File: config.mk
export PLATFORM = sky130hd
export DESIGN_NAME = fpu_exception_simd
export DESIGN_NICKNAME = d
export VERILOG_FILES = /design/src/rtl/fpu_exception_simd.sv
export SDC_FILE = /design/constraint.sdc
export NUM_CORES = 1
export LEC_CHECK = 0
export CAP_MARGIN = 10
export CORE_AREA = 2 2 368 370
export CTS_BUF_LIST = sky130_fd_sc_hd__clkbuf_2 sky130_fd_sc_hd__clkbuf_4 sky130_fd_sc_hd__clkbuf_8
export DETAILED_ROUTE_END_ITERATION = 16
export DIE_AREA = 0 0 370 372
export MAX_ROUTING_LAYER = met4
export REMOVE_ABC_BUFFERS = 1
export SETUP_SLACK_MARGIN = 0.3
export SLEW_MARGIN = 40
export SYNTH_ARGS = -nofsm -noshare
export SYNTH_HDL_FRONTEND = slang
export SYNTH_SLANG_ARGS = --single-unit
export TNS_END_PERCENT = 20
File: constraint.sdc
create_clock -name clk -period 2.7 [get_ports clk]
set_clock_uncertainty 0.15 [all_clocks]
set_input_delay 0.54 -clock clk [delete_from_list [all_inputs] [get_ports clk]]
set_output_delay 0.54 -clock clk [all_outputs]
set_load 0.02 [all_outputs]
File: src/rtl/fpu_exception_simd.sv
// Multi-lane IEEE-754 exception and result-override stage.
// Classifies operands, raises OF/UF/DZ/NV/NX per lane, substitutes qNaN/Inf/zero,
// and registers the beat behind a two-entry valid/ready skid buffer with sticky flags and trap.
module fpu_exception_simd #(
  parameter int unsigned BIT_WIDTH = 32,
  parameter int unsigned LANES     = 4,
  parameter int unsigned EXP_WIDTH = (BIT_WIDTH == 64) ? 11 : 8,
  parameter int unsigned MAN_WIDTH = (BIT_WIDTH == 64) ? 52 : 23
) (
  input  logic                       clk,
  input  logic                       rst_n,
  input  logic                       i_valid,
  output logic                       o_ready,
  input  logic [1:0]                 i_operation,
  input  logic [LANES-1:0]           i_lane_en,
  input  logic [LANES*BIT_WIDTH-1:0] i_inputA,
  input  logic [LANES*BIT_WIDTH-1:0] i_inputB,
  input  logic [LANES*BIT_WIDTH-1:0] i_add_out,
  input  logic [LANES*BIT_WIDTH-1:0] i_sub_out,
  input  logic [LANES*BIT_WIDTH-1:0] i_mul_out,
  input  logic [LANES*BIT_WIDTH-1:0] i_div_out,
  input  logic [LANES-1:0]           i_add_inexact,
  input  logic [LANES-1:0]           i_sub_inexact,
  input  logic [LANES-1:0]           i_mul_inexact,
  input  logic [LANES-1:0]           i_div_inexact,
  output logic                       o_valid,
  input  logic                       i_ready,
  output logic [LANES*BIT_WIDTH-1:0] o_result,
  output logic [LANES*5-1:0]         o_exception,
  input  logic                       i_sticky_clr,
  input  logic [4:0]                 i_trap_en,
  output logic [4:0]                 o_sticky,
  output logic                       o_trap
);

  localparam logic [1:0] OpAdd = 2'b00;
  localparam logic [1:0] OpSub = 2'b01;
  localparam logic [1:0] OpMul = 2'b10;
  localparam logic [1:0] OpDiv = 2'b11;

  // Canonical quiet NaN, sign 0, top mantissa bit set.
  localparam logic [BIT_WIDTH-1:0] QNan =
      {1'b0, {EXP_WIDTH{1'b1}}, 1'b1, {(MAN_WIDTH-1){1'b0}}};

  typedef enum logic [1:0] {StEmpty, StBusy, StFull} state_e;

  logic [LANES*BIT_WIDTH-1:0] beat_res;
  logic [LANES*5-1:0]         beat_exc;

  for (genvar k = 0; k < LANES; k++) begin : g_lane
    logic [BIT_WIDTH-1:0] a, b, raw, res;
    logic                 raw_nx;
    logic [EXP_WIDTH-1:0] a_exp, b_exp, r_exp;
    logic [MAN_WIDTH-1:0] a_man, b_man;
    logic                 a_nan, b_nan, a_inf, b_inf, a_zero, b_zero;
    logic                 sa, sb;
    logic                 nv, dz, of, uf, nx;

    assign a      = i_inputA[k*BIT_WIDTH +: BIT_WIDTH];
    assign b      = i_inputB[k*BIT_WIDTH +: BIT_WIDTH];
    assign sa     = a[BIT_WIDTH-1];
    assign sb     = b[BIT_WIDTH-1];
    assign a_exp  = a[BIT_WIDTH-2 -: EXP_WIDTH];
    assign b_exp  = b[BIT_WIDTH-2 -: EXP_WIDTH];
    assign a_man  = a[MAN_WIDTH-1:0];
    assign b_man  = b[MAN_WIDTH-1:0];
    assign a_nan  = (&a_exp) & (|a_man);
    assign b_nan  = (&b_exp) & (|b_man);
    assign a_inf  = (&a_exp) & ~(|a_man);
    assign b_inf  = (&b_exp) & ~(|b_man);
    assign a_zero = ~(|a_exp) & ~(|a_man);
    assign b_zero = ~(|b_exp) & ~(|b_man);
    assign r_exp  = raw[BIT_WIDTH-2 -: EXP_WIDTH];

    // Select the raw core result and its inexact bit for the current operation.
    always_comb begin
      raw    = '0;
      raw_nx = 1'b0;
      unique case (i_operation)
        OpAdd: begin raw = i_add_out[k*BIT_WIDTH +: BIT_WIDTH]; raw_nx = i_add_inexact[k]; end
        OpSub: begin raw = i_sub_out[k*BIT_WIDTH +: BIT_WIDTH]; raw_nx = i_sub_inexact[k]; end
        OpMul: begin raw = i_mul_out[k*BIT_WIDTH +: BIT_WIDTH]; raw_nx = i_mul_inexact[k]; end
        OpDiv: begin raw = i_div_out[k*BIT_WIDTH +: BIT_WIDTH]; raw_nx = i_div_inexact[k]; end
      endcase
    end

    // Raise flags; an invalid operation masks every other flag.
    always_comb begin
      nv = a_nan | b_nan;
      unique case (i_operation)
        OpAdd: nv = nv | (a_inf & b_inf & (sa != sb));
        OpSub: nv = nv | (a_inf & b_inf & (sa == sb));
        OpMul: nv = nv | (a_zero & b_inf) | (a_inf & b_zero);
        OpDiv: nv = nv | (a_zero & b_zero) | (a_inf & b_inf);
      endcase
      dz = ~nv & (i_operation == OpDiv) & b_zero & ~a_zero & ~a_inf & ~a_nan;
      of = ~nv & (&r_exp) & raw_nx & ~a_inf & ~b_inf;
      uf = ~nv & ~(|r_exp) & raw_nx;
      nx = ~nv & (raw_nx | of);
    end

    // Override the result by flag priority NV > DZ > OF > UF.
    always_comb begin
      res = raw;
      if (nv) begin
        res = QNan;
      end else if (dz) begin
        res = {sa ^ sb, {EXP_WIDTH{1'b1}}, {MAN_WIDTH{1'b0}}};
      end else if (of) begin
        res = {raw[BIT_WIDTH-1], {EXP_WIDTH{1'b1}}, {MAN_WIDTH{1'b0}}};
      end else if (uf) begin
        res = {raw[BIT_WIDTH-1], {(BIT_WIDTH-1){1'b0}}};
      end
    end

    assign beat_res[k*BIT_WIDTH +: BIT_WIDTH] = i_lane_en[k] ? res : '0;
    assign beat_exc[k*5 +: 5] = i_lane_en[k] ? {of, uf, dz, nv, nx} : 5'b0;
  end

  state_e                     state_q, state_d;
  logic [LANES*BIT_WIDTH-1:0] out_res_q, out_res_d, skid_res_q, skid_res_d;
  logic [LANES*5-1:0]         out_exc_q, out_exc_d, skid_exc_q, skid_exc_d;
  logic [4:0]                 sticky_q, sticky_d;
  logic                       trap_q, trap_d;
  logic [4:0]                 beat_flags;
  logic                       accept, transfer;

  assign o_ready     = (state_q != StFull);
  assign o_valid     = (state_q != StEmpty);
  assign accept      = i_valid & o_ready;
  assign transfer    = o_valid & i_ready;
  assign o_result    = out_res_q;
  assign o_exception = out_exc_q;
  assign o_sticky    = sticky_q;
  assign o_trap      = trap_q;

  // OR the flags of all lanes in the beat currently presented downstream.
  always_comb begin
    beat_flags = '0;
    for (int k = 0; k < LANES; k++) begin
      beat_flags = beat_flags | out_exc_q[k*5 +: 5];
    end
  end

  // Skid-buffer control: output register first, skid entry only when stalled.
  always_comb begin
    state_d    = state_q;
    out_res_d  = out_res_q;
    out_exc_d  = out_exc_q;
    skid_res_d = skid_res_q;
    skid_exc_d = skid_exc_q;
    unique case (state_q)
      StEmpty: begin
        if (accept) begin
          out_res_d = beat_res;
          out_exc_d = beat_exc;
          state_d   = StBusy;
        end
      end
      StBusy: begin
        if (accept && transfer) begin
          out_res_d = beat_res;
          out_exc_d = beat_exc;
        end else if (accept) begin
          skid_res_d = beat_res;
          skid_exc_d = beat_exc;
          state_d    = StFull;
        end else if (transfer) begin
          state_d = StEmpty;
        end
      end
      StFull: begin
        if (transfer) begin
          out_res_d = skid_res_q;
          out_exc_d = skid_exc_q;
          state_d   = StBusy;
        end
      end
      default: state_d = StEmpty;
    endcase
  end

  // Sticky flags and trap; a trapping transfer wins over a simultaneous clear.
  always_comb begin
    sticky_d = sticky_q;
    if (i_sticky_clr && transfer) begin
      sticky_d = beat_flags;
    end else if (i_sticky_clr) begin
      sticky_d = '0;
    end else if (transfer) begin
      sticky_d = sticky_q | beat_flags;
    end
    trap_d = trap_q;
    if (transfer && |(beat_flags & i_trap_en)) begin
      trap_d = 1'b1;
    end else if (i_sticky_clr) begin
      trap_d = 1'b0;
    end
  end

  // State and data registers, all cleared by asynchronous reset.
  always_ff @(posedge clk or negedge rst_n) begin
    if (!rst_n) begin
      state_q    <= StEmpty;
      out_res_q  <= '0;
      out_exc_q  <= '0;
      skid_res_q <= '0;
      skid_exc_q <= '0;
      sticky_q   <= '0;
      trap_q     <= 1'b0;
    end else begin
      state_q    <= state_d;
      out_res_q  <= out_res_d;
      out_exc_q  <= out_exc_d;
      skid_res_q <= skid_res_d;
      skid_exc_q <= skid_exc_d;
      sticky_q   <= sticky_d;
      trap_q     <= trap_d;
    end
  end

endmodule
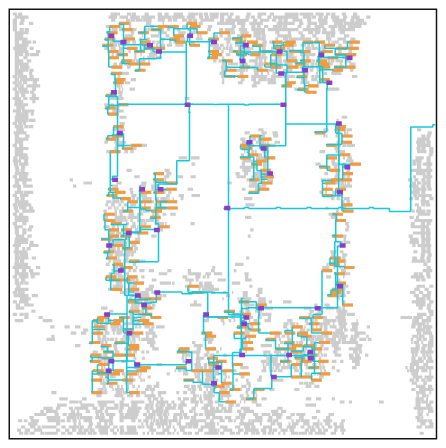
Run 1: clock distribution
[orange] flip-flops | count: 304
[purple] cells driving clock nets | count: 55
[cyan] clock wires | length: 5,450 µm
routed clock nets: 56

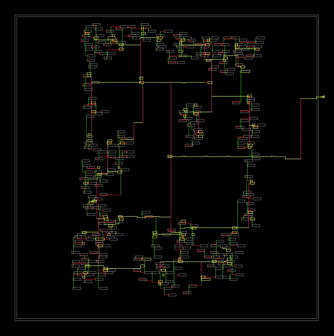
Run 1: clock wiring as the flow saved it
later-pin clock latency in the skew report: 660 ps
number of buffers inserted during clock tree synthesis: 55

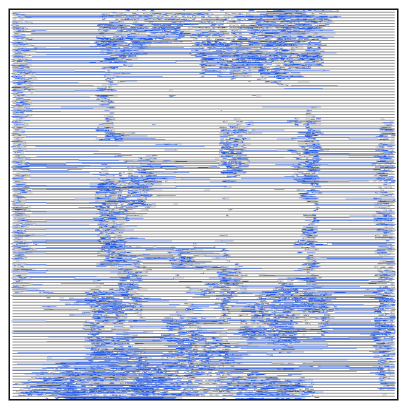
Run 1: the metal 1 layer
Supply wires on this layer in gray.
share of all routed wire: 42%
wire length on this layer: 48.9 mm

==> run summary, run 1 <==
Physical design

For this run, the total global-route usage over all layers was measured as 16.5%. The share of the clock period used by the worst path stands at 106%. The average cell area after synthesis stands at 10.7 µm². In this run, the synthesized area fraction spent on AND-OR/OR-AND gates is recorded as 21.0%. The reg2reg setup slack stands at 380 ps. Global routing used 3.21% of the available met3 tracks. In the final report, the number of hold violations comes to 0. Clock tree synthesis found a total of ~300 sinks. The core occupancy in the finished layout stands at 26.3%. The via count of the first global-routing pass is approximately 21,000. Row generation in the floorplan step produced 135 rows. The critical-path maximum fanout stands at 6. The signed area change from the synthesized netlist to the final layout stands at 99.4%. STA puts the critical path data arrival time at 3270 ps. The vias per cell stands at 4.37.

The area share of the largest cell type after synthesis stands at 43.0%. Setup repair after global routing could not meet its margin everywhere. The area recorded from the Yosys report for this design is 17,700 µm². In this run the power spent charging and discharging nets is 0.00720 W.

The share of total power in combinational logic stands at slightly above 40%. The sequential cell fraction of total power stands at between 30 and 40%. Summed over the clock group, the power is 0.00507 W. The report lists the number of cells resized after CTS as 560. The transition time of the tightest slew-check pin stands at 787 ps. In this run the number of H-tree levels came out at 2.

Clock tree synthesis selected as its root buffer the cell clkbuf_8. The met1 wire length stands at 48,900 µm. Once layout is complete, the cells apart from fillers number 4,653. The combinational logic power stands at between 0.008 and 0.009 W.

According to the timing report, the data required time at the worst endpoint equals 3100 ps. Signal routing reaches up to met4. The last timing report of the flow puts the setup violation total at 98. The average routed wire per standard cell stands at 25.2 µm.

Yosys stat counts 1,646 cells in the synthesized netlist. The worst max-slew margin expressed relative to the limit stands at between 40% and 50%. For reference, the top cells by area after synthesis are dfrtp_1 43%, mux4_2 17%, a22o_1 4.7%, o21ai_0 3.3%, a21oi_1 3.2%.

The most critical min-delay path falls under in -> async. The number of warnings reported in the yosys synthesis log stands at 0. In the final layout, the share of cells above drive strength 1 is 29.9%. In this run the deepest clock path goes through 3 buffers. Per the OpenROAD floorplan log, the height of the die is approximately 370 µm.

The critical path is of the in -> reg type. The critical path ends at skid_res_q[81]$_DFFE_PN0P_. According to the timing report, the critical path is launched from i_inputB[66].

The internal power stands at 0.0128 W. The count of input and output buffers stands at about 960. The synthesized netlist occupies a cell area of 17,700 µm². Looking at the reg2reg group, the worst path starts from state_q[1]$_DFFE_PN0P_. The number of buffers added for setup after CTS stands at 31. The wire length of the first global-routing pass stands at 157,000 µm. The synthesis report names the predominant flop master as dfrtp_1. The final antenna-violating net count stands at 0. STA classifies the critical path startpoint as an input pin. The number of synthesized register bits stands at 304.

The number of placed instances, taps included stands at 4,489. The final number of max-transition violations stands at 0. The number of nets at the end of the flow stands at around 3,600.

TritonCTS built the clock tree. The floorplan step defined a die boundary enclosing 138,000 µm². For this run the aggregate overflow at the end of global routing stands at 0. The power per cell area stands at 567 nW/µm².

Wire segments on met3 add up to 6910 µm in the final route. The worst setup slack after layout stands at -175 ps. The number of enable-type register cells in the synthesized netlist stands at 0. The layer flagged by global routing as most heavily used is met2. The final period demand of the worst path stands at roughly 2900 ps. Synthesis handed over a netlist of 1,646 instances. The synthesized netlist devotes 0% of its cell area to adder and majority cells. The biggest area contributor in the post-synthesis netlist is dfrtp_1. The share of the core area taken by cells at floorplan is 13.2%. The tool warning count for the run is 31.

In the final timing run, aggregate negative setup slack is -8730 ps. By area, the combinational part of the netlist is dominated by AND-OR/OR-AND gates. Summed over all nets, wire length on met2 after detailed routing comes to 58,400 µm. After synthesis, the share of cell area in mux cells is 17.0%. The flow ran to the end, but the final reports show violations. The initial DRC count stands at 1,278. After Yosys synthesis, and, or, nand and nor cells account for 14.7% of the synthesized area. By count the netlist is led by 304 x dfrtp_1, 132 x mux4_2, 117 x o21ai_0.

The detailed-router iteration count before antenna repair stands at 5. Per the run summary, max-cap violations total 0. The worst register-to-register path ends at skid_res_q[117]$_DFFE_PN0P_. The met2 track demand over resource in global routing stands at between 20 and 30%. The met1 routing resource usage after global routing stands at 20.0%. The fraction of synthesized cell area in xor and xnor cells stands at 0.347%. The group that draws the most power in this run is combinational cells. The top-level I/O count stands at around 960. The register area share after synthesis stands at 43.0%. The checks that failed: negative setup slack. The wire-length estimate of the detail-placed layout is 94,300 µm.
## run 1: stage by stage
stage,instance area (µm²),setup slack (ps)
floorplan,17100,-5970
global placement,31300,-1300
detailed placement,31300,-1300
CTS,34200,-148
global route,35300,-211
finish,35300,-175
## run 1: cells in the final DEF (no fill, tap or decap), drive strengths merged, types with 5 or more instances in the layout
master	n
nor4	56
nand2b	7
dlymetal6s2s	192
nor3	21
buf	332
a22oi	8
o22ai	21
diode	21
o31ai	5
nand2	101
dlygate4sd2	31
and4	7
and2	7
a22o	94
clkdlybuf4s50	641
or3	7
o21bai	8
dfrtp	304
a32oi	49
or2	7
clkbuf	114
inv	19
nand4	77
nor2	110
o21a	45
xor2	7
clkdlybuf4s15	26
o21ai	133
a21oi	115
o211ai	6
and3	41
or4	22
clkinv	8
a221oi	20
a31oi	10
nand3	15
mux4	132
o221a	8
## run 1: critical path, cell delays in order
cell	delay, ps
clkbuf_2	90
or4_4	590
or4_4	610
nor2_4	110
or4b_4	480
buf_8	150
buf_12	140
nand2_4	60
nor3_4	50
buf_12	130
buf_16	130
a22o_1	180
## run 1: final cells by class
type | instances | area [µm²]
fill | 14100 | 99000
timing repair buffer | 1252 | 13000
multi-input combinational | 1177 | 11000
sequential | 304 | 7610
tap | 1781 | 2230
clock buffer | 85 | 1080
clock inverter | 13 | 176
inverter | 20 | 95.1
antenna | 21 | 52.6
## run 1: cells by family (layout without fill, tap and decap cells)
kind of cell           Yosys count  after routing
AND-OR/OR-AND                  544            544
multiplexers                   136            136
XOR/XNOR                         7              7
other                            0             21
AND/OR/NAND/NOR                490            490
flip-flops                     304            304
buffers and inverters          165           1370
## run 1: sequential cells by signal, summed over array words and instances (netlist names)
name and cells:
o_sticky 5, o_trap 1, skid_exc_q 20, state_q 2, skid_res_q 128, o_result 128
o_exception 20
Run 1, drive-strength map:
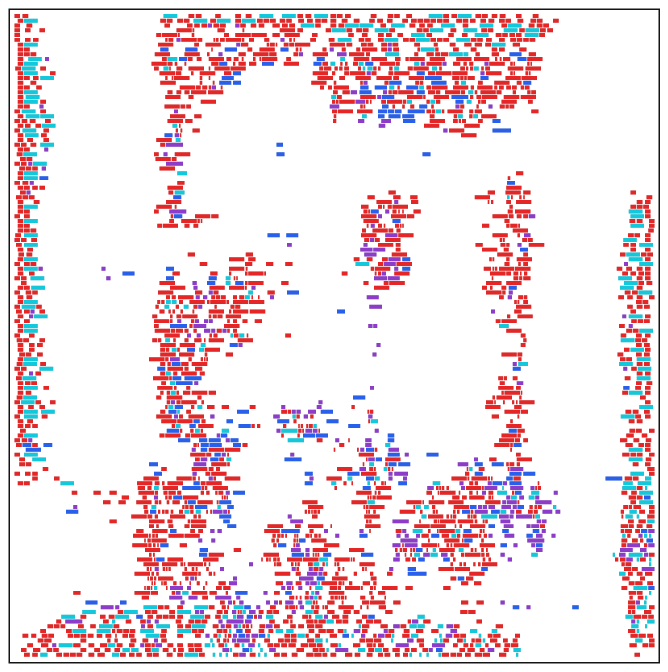

==> run 1 -> run 2 <==
- CORE_AREA: 2 2 368 370 -> 2 2 375 377
- DIE_AREA: 0 0 370 372 -> 0 0 377 379
- GPL_ROUTABILITY_DRIVEN: unset -> 0
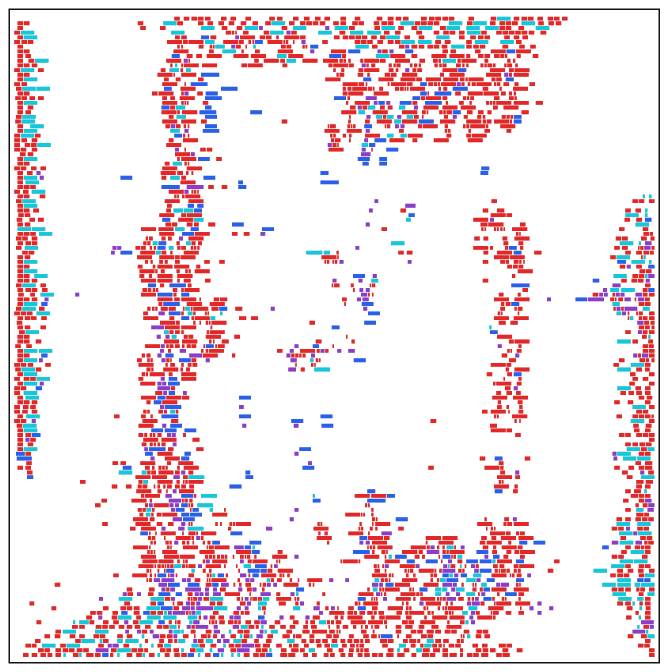
Run 2: drive-strength map
| color | size | cells | share | most used |
|---|---|---|---|---|
| cyan | drive 2 | 296 | 10% | mux4_2 |
| blue | drive 6 and up | 204 | 7.1% | clkbuf_8 |
| purple | drive 3 to 4 | 292 | 10% | buf_4 |
| red | drive 1 or less | 2,076 | 72% | clkdlybuf4s50_1 |

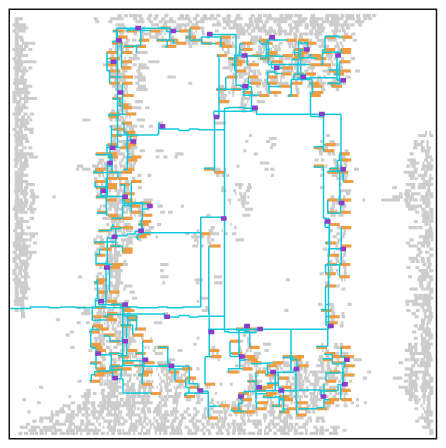
Run 2: clock distribution
[cyan] clock wires | length: 5,670 µm
[purple] cells driving clock nets | count: 54
[orange] flip-flops | count: 304
routed clock nets: 55

==> run 2 against run 1 <==
Effect of this change:
- the flow still finishes with violations (negative setup slack)
- largest power group unchanged
- wire length grew 5.9%
- flip-flop count unchanged
- sequential share of layout area is 0.28 points higher
==> run summary, run 2 <==
Physical design

The number of synthesized register bits stands at 304 (unchanged). The area share of the largest cell type after synthesis stands at 43.0% (unchanged). The largest total area in the synthesized netlist belongs to dfrtp_1. The post-synthesis adder-cell area fraction is 0% (unchanged). The source-to-sink clock delay at the later pin of the worst-skew pair stands at 670 ps (about the same).

In the layout the commonest cells are 748 x clkdlybuf4s50_1, 298 x dfrtp_1, 197 x buf_4. The initial DRC count is 1,967 (+54%). The number of instances in the synthesized netlist was 1,646 (unchanged). Per STA, the endpoint of the critical path is skid_res_q[76]$_DFFE_PN0P_.

The top-level I/O count stands at 956 (unchanged). The detailed-router iteration count before antenna repair is 7 (+2). The final reports fail on negative setup slack. The startpoint identified for the worst register-to-register timing path is state_q[0]$_DFFE_PN0P_.

The final antenna-violating net count was 0 (unchanged). The signed area change from the synthesized netlist to the final layout stands at 96.9%. The H-tree depth stands at 2 (unchanged). The number of placed instances, taps included was 4,513 (+0.53%).

TritonCTS built the clock tree. The switching component of the power stands at 0.00720 W (about the same). The die width stands at approximately 380 µm. The most used flip-flop cell after synthesis is dfrtp_1.

The detailed placer's ending HPWL stands at 99,300 µm (+5.4%). The power per cell area stands at 574 nW/µm² (+1.3%). The final standard cell count with taps included and fillers excluded is 4,711 (+1.2%). The average routed wire per standard cell stands at 26.4 µm (+4.6%). The number of buffers inserted during clock tree synthesis stands at 54 (-1.8%). Per report_power, the top consumer among the power groups is combinational cells.

The maximum single-stage delay on the critical path stands at 540 ps (-70 ps). The tightest hold path in the finished design has a slack of roughly 230 ps. The area occupied by registers is 7610 µm² (about the same). The combinational logic power stands at 0.00820 W (-0.7%).

The cell area after technology mapping stands at 17,700 µm² (unchanged). The share of total power in combinational logic stands at 41.0% (-0.3 points). The required arrival time at the worst endpoint is 3110 ps (about the same). The internal power was 0.0128 W (about the same). The final period demand of the worst path is 2920 ps (+46.5 ps). The max-cap violation count stands at 0 (unchanged). The area of the multi-input gates is 10,500 µm² (-4.9%). The core occupancy in the finished layout stands at 25.1% (-1.2 points). The vias per cell stands at 4.38 (+0.23%). The critical-path maximum fanout stands at 5 (-1).

The TritonCTS sink count is 304 (unchanged). The arrival time of the worst setup path stands at 3340 ps (+70 ps). In the synthesized netlist, the dominant kind of combinational cell is AND-OR/OR-AND gates.

Counting instances in the post-synthesis netlist gives the leading cell types as 304 x dfrtp_1, 132 x mux4_2, 117 x o21ai_0. The share of synthesized cell area in and, or, nand and nor gates stands at 14.7% (unchanged). The synthesized chip area reported by yosys stands at 17,700 µm² (unchanged). The setup slack after placement was -1140 ps (+156 ps).

The capture point of the worst register-to-register path is recorded as o_result[56]$_DFFE_PN0P_. The worst setup slack after layout is -222 ps (-46.5 ps). Note that the worst hold path type here is in -> async. The transition time of the tightest slew-check pin was 654 ps (-132 ps). The leftover overflow at the end of global routing was 0 (unchanged).

The reg2reg setup slack came to 350 ps (-30 ps). The total die size stands at 143,000 µm² (+3.8%). The sum of negative setup slack stands at -9560 ps (-835 ps). The starting density of the core is 12.7% (-0.43 points). The number of nets at the end of the flow stands at 3,627 (+0.47%). The number of enable-type register cells in the synthesized netlist came to 0 (unchanged). The number of warnings reported in the yosys synthesis log stands at 0 (unchanged). The worst max-slew margin expressed relative to the limit came to 56.3% (+8.8 points).

The via count of the first global-routing pass stands at 20,600 (-1.2%). In the CTS report, the clock slew at the register clock pins of the worst setup and hold paths is listed as 60 ps. The setup-violating endpoint count in the final report stands at 91 (-7.1%). The cell area after placement stands at 31,500 µm² (+0.34%).

The complex-gate fraction of the synthesized area stands at 21.0% (unchanged). The count of input and output buffers was 955 (unchanged). The post-route cell area stands at 34,800 µm² (-1.3%). The final number of max-transition violations is 0 (unchanged). The run finished, with violations left. The worst setup path is launched from an input pin.

In this run the worst setup path begins at i_inputB[72]. The register area share after synthesis is 43.0% (unchanged). The fraction of synthesized area in multiplexers was 17.0% (unchanged).

On the critical path, the stage with the largest delay is an instance of or4_4. The overall fraction of global-route tracks in use is 16.9% (+0.42 points). The wire length of the first global-routing pass was 165,000 µm (+4.8%). Setup repair after global routing could not meet its margin everywhere.

The share of the clock period used by the worst path stands at 108% (+1.7 points). The average cell area after synthesis is 10.7 µm² (unchanged). The number of endpoints with negative hold slack in the final report came to 0 (unchanged).

Looking at the setup timing report, the critical path kind is in -> reg. The power dissipated in the clock network stands at 0.00510 W (about the same). The fraction of synthesized cell area in xor and xnor cells is 0.347% (unchanged). The share of cells above drive strength 1 stands at 27.6% (-2.3 points). The sequential cell fraction of total power came to 33.5% (+0.2 points). Ranked by total cell area, the synthesized netlist is headed by dfrtp_1 43%, mux4_2 17%, a22o_1 4.7%, o21ai_0 3.3%, a21oi_1 3.2%. The site row count stands at 137 (+1.5%). The library cell used most frequently in the layout, excluding fill and tap cells, is clkdlybuf4s50_1.

The number of standard cells reported by yosys came to 1,646 (unchanged).
-- run 2: repair_timing --
| action | in CTS | in global routing |
|---|---|---|
| setup buffers | 40 | 7 |
| hold endpoints to repair | 89 | 0 |
| endpoints found under the setup margin | 443 | 427 |
| pin swaps | 134 | 172 |
| gates resized | 515 | 191 |
| hold buffers | 1 | 0 |
| gates cloned | 13 | 4 |
-- run 2: metal layers --
metal	up-vias	track usage, %	part of all wire, %
met4	0	6.03	4.2
met3	168	3.83	6.9
met1	10400	20.1	41
met5	-	-	0
li1	9004	-	-
met2	1024	27.9	48
-- run 2: cells by family (layout without fill, tap and decap cells) --
family / count (synthesis) / after routing
AND/OR/NAND/NOR: 490 / 490
flip-flops: 304 / 304
multiplexers: 136 / 136
AND-OR/OR-AND: 544 / 544
other: 0 / 36
XOR/XNOR: 7 / 7
buffers and inverters: 165 / 1387
-- run 2: critical path: cells and delay by family --
family          cells  cell delay (ps)
buf+inv             6              960
simple gates        4             1310
compound gates      3              500
-- run 2: layout make-up --
type,count,area share [%]
Sequential cell,304,21.9
Antenna cell,36,0.259
Clock inverter,15,0.603
Tap cell,1807,6.49
Multi-Input combinational cell,1177,30.0
Timing Repair Buffer,1270,37.6
Clock buffer,82,2.97
Inverter,20,0.241
-- run 2: worst min-delay path by stage --
stage,from,endpoint,cells after the start
after CTS,rst_n,o_result[64]$_DFFE_PN0P_,2
final,rst_n,o_result[64]$_DFFE_PN0P_,2
after global placement,skid_res_q[54]$_DFFE_PN0P_,skid_res_q[54]$_DFFE_PN0P_,2
after floorplan,rst_n,o_exception[0]$_DFFE_PN0P_,0
after detailed placement,skid_exc_q[1]$_DFFE_PN0P_,skid_exc_q[1]$_DFFE_PN0P_,2
after global routing,rst_n,o_result[72]$_DFFE_PN0P_,2
Run 2, placement by cell class:
Bar = 100 µm.
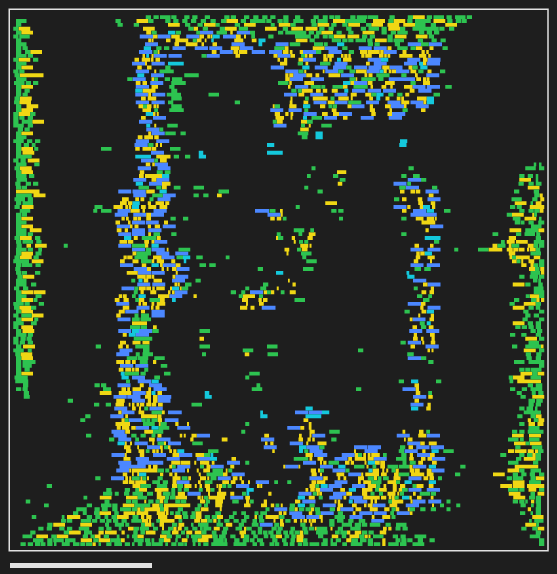

==> run 2 -> run 3 <==
- CORE_AREA: 2 2 375 377 -> 8 8 370 372
- DIE_AREA: 0 0 377 379 -> 0 0 378 380
- MAX_ROUTING_LAYER: met4 -> unset
- SLEW_MARGIN: 40 -> unset
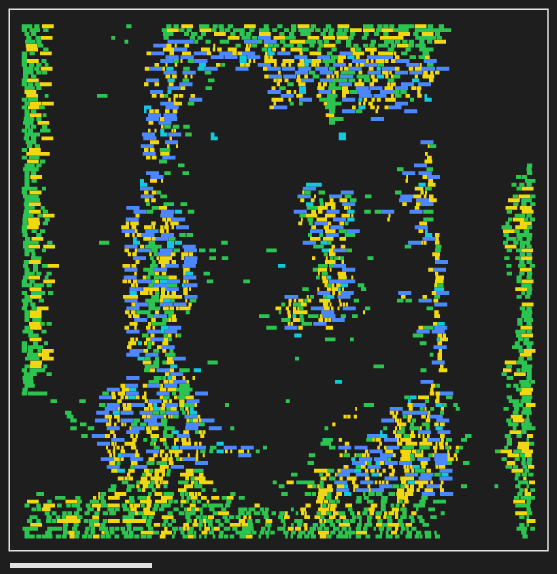
Run 3: placement by cell class
Bar = 100 µm.
| color | class | cells |
|---|---|---|
| blue | flip-flops | 304 |
| green | other buffers and delay cells | 1,268 |
| yellow | all other logic | 1,198 |
| cyan | clock drivers and dummy loads | 98 |

==> run 3 against run 2 <==
Effect of this change:
- the run still ends with negative setup slack left
- highest routed layer is now met5
- largest cell class unchanged
- largest power group unchanged
- flip-flop count is the same
- combinational power grew 0.9%
- sequential share of layout area about the same
- critical endpoint is now skid_res_q[65]$_DFFE_PN0P_
- core utilization is 1.6 points higher
==> run summary, run 3 <==
Physical design

STA shows the worst reg2reg path with a cell count of 9. The number of design rule violations left after detail routing stands at 0. The worst setup slack after layout stands at -175 ps (+47.4 ps). The number of enable-type register cells in the synthesized netlist stands at 0 (unchanged).

According to the timing report, the critical path is captured at skid_res_q[65]$_DFFE_PN0P_. The number of buffers added for setup after CTS stands at 21 (-48%). The checks that failed: negative setup slack.

The power per cell area came to 563 nW/µm² (-1.9%). The H-tree depth stands at 2 (unchanged). The cell type that accounts for the most area after synthesis is dfrtp_1. The final period demand of the worst path was 2870 ps (-47.4 ps).

The post-synthesis adder-cell area fraction stands at 0% (unchanged). The cell area after technology mapping stands at 17,700 µm² (unchanged). The count of input and output buffers stands at 955 (unchanged). The synthesis report lists the most area-consuming cells as dfrtp_1 43%, mux4_2 17%, a22o_1 4.7%, o21ai_0 3.3%, a21oi_1 3.2%.

The most common logic cells in the final layout are 598 x clkdlybuf4s50_1, 303 x dfrtp_1, 209 x buf_4. The share of cells above drive strength 1 stands at 29.4% (+1.8 points). The maximum frequency from static timing analysis stands at 348 MHz. The die width is 378 µm (+0.27%). Per the cell usage report, the commonest logic cell in the layout is clkdlybuf4s50_1. The met1 wire length stands at 48,300 µm (-4.8%). The number of warnings reported in the yosys synthesis log is 0 (unchanged).

Per the power-grid run, VDD falls by no more than 0.278 mV. Per the timing report, the most critical flop-to-flop path originates at state_q[0]$_DFFE_PN0P_. The wire length on met3 is 9370 µm (+8.8%). The complex-gate fraction of the synthesized area stands at 21.0% (unchanged). The average cell area after synthesis stands at 10.7 µm² (unchanged). The leftover overflow at the end of global routing stands at 0 (unchanged). For this run the top cell type by instance count after synthesis was dfrtp_1. The fraction of synthesized area in multiplexers is 17.0% (unchanged). The cts-stage hold buffer count is 1 (unchanged). The TritonCTS sink count stands at 304 (unchanged). Clock tree synthesis selected as its root buffer the cell clkbuf_8.

Looking at the global route congestion table, the highest-usage layer is met2. The top-level I/O count was 956 (unchanged). The number of synthesized register bits stands at 304 (unchanged). OpenSTA lists the critical path startpoint as i_inputB[89].

The met1 routing resource usage after global routing is 19.0% (-1.1 points). The commonest cells after synthesis are 304 x dfrtp_1, 132 x mux4_2, 117 x o21ai_0. The met3 track demand over resource was 4.68% (+0.84 points). The share of the clock period used by the worst path came to 106% (-1.8 points). The worst setup path is launched from an input pin. The number of buffers inserted during clock tree synthesis stands at 54 (unchanged). The count of instances resized after the clock tree is built came to 592 (+15%). The number of endpoints with negative hold slack in the final report was 0 (unchanged). STA classifies the critical path endpoint as a register. The worst max-slew margin expressed relative to the limit came to 55.9% (-0.43 points).

The via count of the first global-routing pass stands at 21,700 (+5.3%). The post-route cell area stands at 34,900 µm² (+0.11%). Among the non-sequential cells, AND-OR/OR-AND gates take the most area. The number of standard cells reported by yosys stands at 1,646 (unchanged).

The initial DRC count was 1,206 (-39%). The tool warning count for the run is 27. The maximum clock insertion buffer count stands at 3. The detailed placer's ending HPWL stands at 98,700 µm (-0.63%). The number of instances in the synthesized netlist came to 1,646 (unchanged).

The sum of met2 wire segment lengths after detailed routing stands at 56,600 µm (-5.3%). The average routed wire per standard cell stands at 26.0 µm (-1.3%). The vias per cell is 4.34 (-0.95%). The wire length of the first global-routing pass stands at 165,000 µm (about the same). Per the layout report, the design carries roughly 14,000 filler cells. The sum of negative setup slack stands at -10,730 ps (-1170 ps). Routed signal wires occupy layers up through met5. The site row count was 133 (-2.9%). The final antenna-violating net count stands at 0 (unchanged).

The area of the multi-input gates stands at 10,800 µm² (+3.1%). Setup repair after global routing could not meet its margin everywhere. The area occupied by registers was 7610 µm² (about the same). The synthesized chip area reported by yosys stands at 17,700 µm² (unchanged). The required arrival time at the worst endpoint stands at 3060 ps (-50 ps).

The met2 track demand over resource in global routing stands at 25.9% (-2.0 points). The signed area change from the synthesized netlist to the final layout stands at 97.1%. Detailed routing inserted a total of 20,100 vias. The detailed-router iteration count before antenna repair stands at 5 (-2). The overall die height stands at ~380 µm. TritonCTS built the clock tree.

The final layout contains routed wiring with a total length of about 120,000 µm. The transition time of the tightest slew-check pin came to 656 ps (+1.51 ps). The flow ran to the end, but the final reports show violations.

The analysis attributes to cell leakage a power of 15.2 nW. The register area share after synthesis came to 43.0% (unchanged). The CTS clock-pin slew for the worst setup and hold paths came to 60 ps (about the same).

The source-to-sink clock delay at the later pin of the worst-skew pair stands at 650 ps (-20 ps). The largest net degree at the start of global routing stands at roughly 79. STA reports the tightest min-delay check as being of type reg -> reg. The setup-violating endpoint count in the final report stands at 124 (+36%). The reg2reg setup slack is 380 ps (+30 ps). The arrival time of the worst setup path was 3230 ps (-110 ps). The cell area after placement came to 31,400 µm² (-0.16%). The most used flip-flop cell after synthesis is dfrtp_1. The starting density of the core came to 13.5% (+0.78 points). Looking at the reg2reg group, the worst path ends at o_result[105]$_DFFE_PN0P_. The critical path is of the in -> reg type.

Per the OpenROAD floorplan log, the area of the core is 131,000 µm². The total die size stands at 144,000 µm² (+0.53%). The number of distinct standard cells referenced by the synthesized netlist stands at around 68. The share of synthesized cell area in and, or, nand and nor gates stands at 14.7% (unchanged). The critical-path maximum fanout stands at 6 (+1). The max-cap violation count stands at 0 (unchanged). The initial antenna violation count came to 22. The area share of the largest cell type after synthesis was 43.0% (unchanged). The overall fraction of global-route tracks in use stands at 15.8% (-1.1 points). The fraction of synthesized cell area in xor and xnor cells stands at 0.347% (unchanged). Counting flops with an async set or reset pin after synthesis yields a share of 100%. The number of nets at the end of the flow was 3,626 (-0.028%).

The final number of max-transition violations was 0 (unchanged).
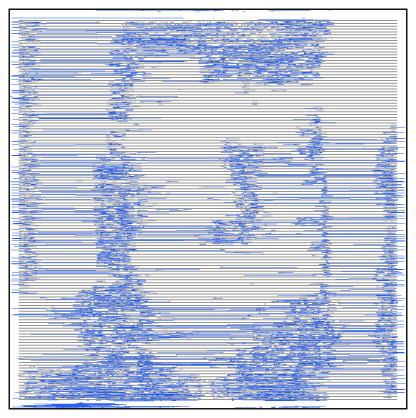
Run 3: the metal 1 layer
Supply wires on this layer in gray.
main direction: horizontal
longest straight run: 165 µm
wire length on this layer: 48.3 mm
nets with wire on the layer: 3,304
share of all routed wire: 40%

## run 3: cell counts after synthesis
Identical to the previous run, type by type.
## run 3: per-stage QoR
stage | hold WS, ps | instances | utilization, % | worst slack (ps) | total power (W)
final | 319 | 4633 | 26.7 | -175 | 0.0196
after global routing | 306 | 4628 | 26.7 | -167 | 0.0207
after CTS | 271 | 4612 | 25.8 | -129 | 0.0199
after detailed placement | 307 | 4481 | 24.0 | -1300 | 0.0149
after global placement | 304 | 4481 | 24.0 | -1310 | 0.0148
after floorplan | 94.4 | 1501 | - | -5970 | 0.00962
## run 3: critical path, stage by stage
cell and delay (ps):
buf_6 90, or4_4 510, or4_4 590, nor4_4 330, a2111oi_4 110, a311oi_4 340, buf_12 190, nor3_4 60
buf_12 150, buf_12 130, a22o_1 180
## run 3: area by class of cell
type                            count  area share (%)
Antenna cell                       10          0.0718
Clock buffer                       84            3.03
Clock inverter                     14           0.301
Inverter                           20           0.240
Multi-Input combinational cell   1178            30.9
Sequential cell                   304            21.8
Tap cell                         1755            6.30
Timing Repair Buffer             1268            37.3
## run 3: how the worst min path moves through the flow
stage	startpoint	endpoint	slack [ps]	cells after the start
floorplan	rst_n	o_exception[0]$_DFFE_PN0P_	90	0
CTS	rst_n	skid_res_q[112]$_DFFE_PN0P_	270	2
global route	rst_n	skid_res_q[112]$_DFFE_PN0P_	310	2
finish	skid_res_q[121]$_DFFE_PN0P_	skid_res_q[121]$_DFFE_PN0P_	320	1
global placement	skid_exc_q[1]$_DFFE_PN0P_	skid_exc_q[1]$_DFFE_PN0P_	300	2
detailed placement	skid_res_q[121]$_DFFE_PN0P_	skid_res_q[121]$_DFFE_PN0P_	310	1
## run 3: where the power goes
part / internal [W] / switching (W)
clock network: 0.00258 / 0.00210
logic: 0.00398 / 0.00430
registers: 0.00583 / 0.000846
No activity file was given, so power comes from the tool's default toggle rates.
